**Supply network**

Scale bar: 20 um. Pins as bars on the die edge.
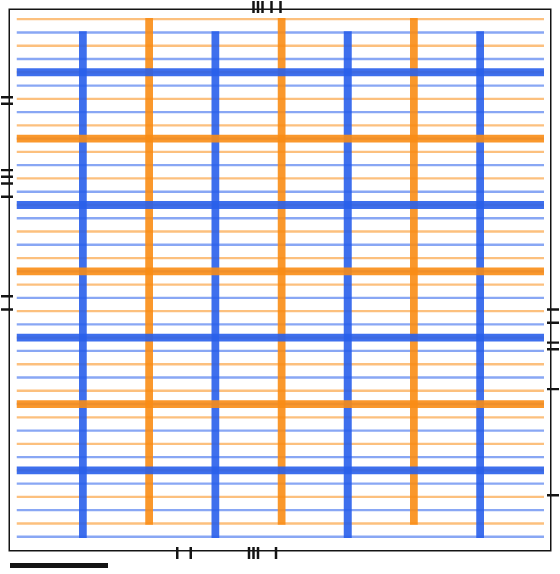
**Placement by cell class**

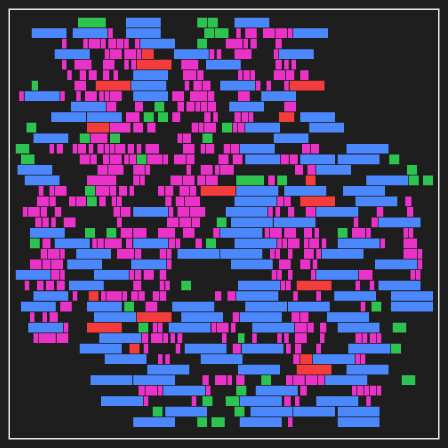
**Clock wires, drivers and flops**

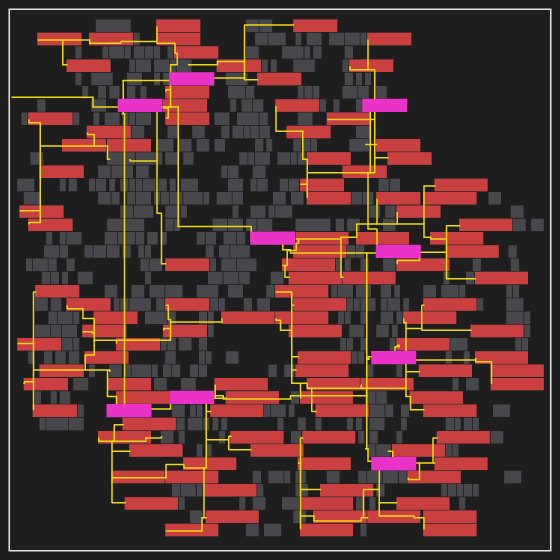
**Routed metal, one colour a layer**

Scale bar: 20 um.
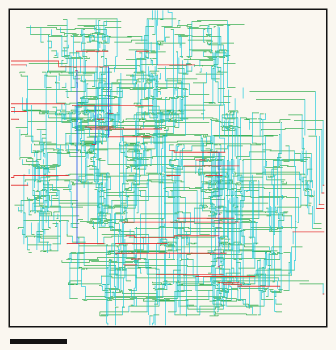
**Routing congestion**

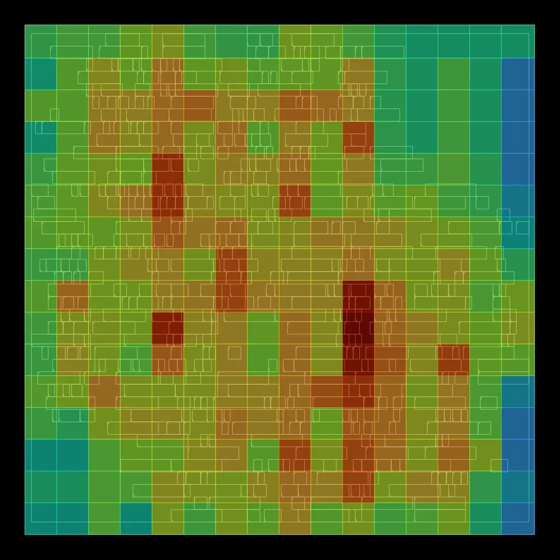
Design jogador_automatico, sky130hd; sources not shown.
==> out/results.tsv <==
stage	metric	value	unit
run_status	outcome	completed	
route	top_layer	met4	
clock_network	clock-root-buffer	clkbuf_16	
finish	layout_top_cells	nor2_1 (70), edfxtp_1 (64), nand2_1 (63)	
logic_synthesis	synth-adder-area-share	1.685	%
place	dpl.cell_count	650	
finish	logic_area	2002	um2
place	place_congestion	0.8755	
job	log.warning_count	28	
place	placed_area	5655	um2
finish	nNonClkBuffers	48	
logic_synthesis	synth_flops	110	
route	via_per_inst	5.534	
place	dp_hpwl	8025	um
finish	layout_top_cell	nor2_1	
finish	buf_share	6.656	%
min_path	hp-class	input pin to async pin	
logic_synthesis	edf_count	64	
route	drc	0	
finish	inv_count	9	
clock_network	cts_resized	0	
logic_synthesis	common_cells	nor2_1 (70), edfxtp_1 (64), nand2_1 (63)	
logic_synthesis	ys_cells	484	
route	drt-met1-wl	5070	um
sta	final_max_slew_viol_count	0	
logic_synthesis	xor_area_share	5.055	%
setup_path	cp.depth	5	
setup_path	crit_type	register to register	
finish	diodes	0	
setup_path	cp_cell_sequence	buf_4, nor4b_2, o21ai_0, or4b_2, a21oi_1	
setup_path	max_stage_delay	740	ps
setup_path	crit_arrival	3140	ps
logic_synthesis	top_cell_area_share	36.98	%
power	p_per_area	445.5	nW/um2
power	powerSeq	1.47	mW
sta	fmax	350.0	MHz
finish	num-multi-input-gates	342	
power	switching_share	23.52	%
die	ios	25	
finish	register_area	3073	um2
die	fp_util	45.32	%
setup_path	end_kind	register	
logic_synthesis	ff_type	edfxtp_1	
logic_synthesis	ys_chip_area	5197	um2
die	die_w	110.7	um
finish	final-clk-cell-share	4.897	%
finish	num-clock-buffers	9	
logic_synthesis	synth_top_cell_by_area	edfxtp_1	
setup_path	critical_path.top_delay_family	simple AND/OR/NAND/NOR gates	
sta	slew_headroom	36.48	%
die	chipArea	12250	um2
route	firstDrtPassIters	4	
power	p_sw	0.6263	mW
setup_path	reg2reg_slack	440	ps
logic_synthesis	synthDistinctLibCells	55	
setup_path	critPathBufInv	1	
sta	finalCritPeriodShare	86.59	%
sta	fin_setup_tns	0	ps
logic_synthesis	yosysWarnings	0	
power	p_total	2.663	mW
power	vdd_ir_drop_max	251.3	uV
route	met2_length	5641	um
clock_network	cts_tree	built	
logic_synthesis	yosys.cell_count.top_type	nor2_1	
sta	worstMarginPinSlew	952.8	ps
power	combPwrFrac	5.8	%
route	wl_met3	520	um
power	powerComb	0.155	mW
logic_synthesis	syn_avg_cell_area	10.74	um2
finish	largest_reg_flops	64	
route	antenna_left	0	
setup_path	cpMaxStageDelayCell	nor4b_2	
logic_synthesis	synth_nets	500	
logic_synthesis	syn_area	5197	um2
clock_network	clk_pin_slew	70	ps
clock_network	htreeDepth	3	
setup_path	crit_fanout	11	
global_route	antenna_found_initial	0	
place	dpl_worst_slack	-279.9	ps
die	tap_cells	143	
setup_path	crit_path_start_kind	register	
place	portBuffers	24	
power	power.leakage	2.210	nW
sta	hold_viol	0	
logic_synthesis	syn_inst	484	
sta	post-route-worst-setup-slack	442.5	ps
power	seqPwrFrac	55.1	%
global_route	busiest_layer	met2	
finish	layout.cells.non_filler	668	
clock_network	hold_buffers	0	
finish	largestClassByArea	sequential cells	
setup_path	required	3590	ps
finish	area_delta_synth_final	15.02	%
sta	setup_viol	0	
clock_network	postCtsSetupRepairBufs	0	
power	power-top-group	registers	
clock_network	cts_buffer_depth	2	
logic_synthesis	simple_gate_area_share	20.82	%
global_route	grt_pass1_vias	3651	
finish	seq_cells	110	
finish	comb_area_share	33.49	%
global_route	grt_pass1_wl	18860	um
clock_network	numClockSinks	110	
sta	min_period	2858	ps
finish	final_nets	536	
sta	whs	129.3	ps
logic_synthesis	ys_sh_aoi	9.942	%
logic_synthesis	muxShareOfSynthArea	0.8426	%
finish	drive_gt1_share	13.71	%
logic_synthesis	async_flop_share	41.82	%
clock_network	cts_made_buffers	9	
finish	nFillCells	1017	
power	intPower	2.037	mW
job	cap_violations	0	
logic_synthesis	yosysSeqAreaShare	59.12	%
global_route	grt_overflow_total	0	
global_route	grt_use_met2	32.42	%
global_route	grt_max_degree	47	
sta	rsz0062_at_grt	false	
logic_synthesis	synth.logic.top_family	simple AND/OR/NAND/NOR gates	
route	drtIter0Drc	226	
Notes on 'supply network' above:
blue -> VSS
orange -> VDD
met1 rails = 40
met4 straps = 7
signal pins = 25
met5 straps = 7
rows = 39
chip height: 110.7 um
Core Area: 11470 um2

Notes on 'placement by cell class' above:
blue -> sequential cells  # cells 110, share of their area 53%
magenta -> combinational and other logic  # cells 351, share of their area 35%
red -> clock drivers and dummy loads  # cells 16, share of their area 5.0%
green -> remaining buffers and delay cells  # cells 48, share of their area 6.9%
flop share of the area: 51.40%
final core utilization: 52.13%
row count: 39
cell area after layout: 5978 um2

Notes on 'clock wires, drivers and flops' above:
yellow -> clock wires  # length 1190 um
red -> flip-flops  # count 110
magenta -> clock drivers  # count 9
flops lie = spread over the die
routed clock nets = 10
Power Clock: 1.04 mW
skew final: 7.121 ps
clock network power share: 39.1%
clk ins delay skew pair: 360 ps

Notes on 'routed metal, one colour a layer' above:
red -> metal 3  # wire length 520 um
green -> metal 1  # wire length 5070 um
cyan -> metal 2  # wire length 5640 um
blue -> metal 4  # wire length 139 um
vias post-DR: 3697
Post-Route WL: 11370 um

Notes on 'routing congestion' above:
Tot GR Track Use: 19.77%
M1 GR Usage: 27.17%
M3 GR Usage: 4.210%
WL/cell: 17.02 um

No activity file was given, so power comes from the tool's default toggle rates.
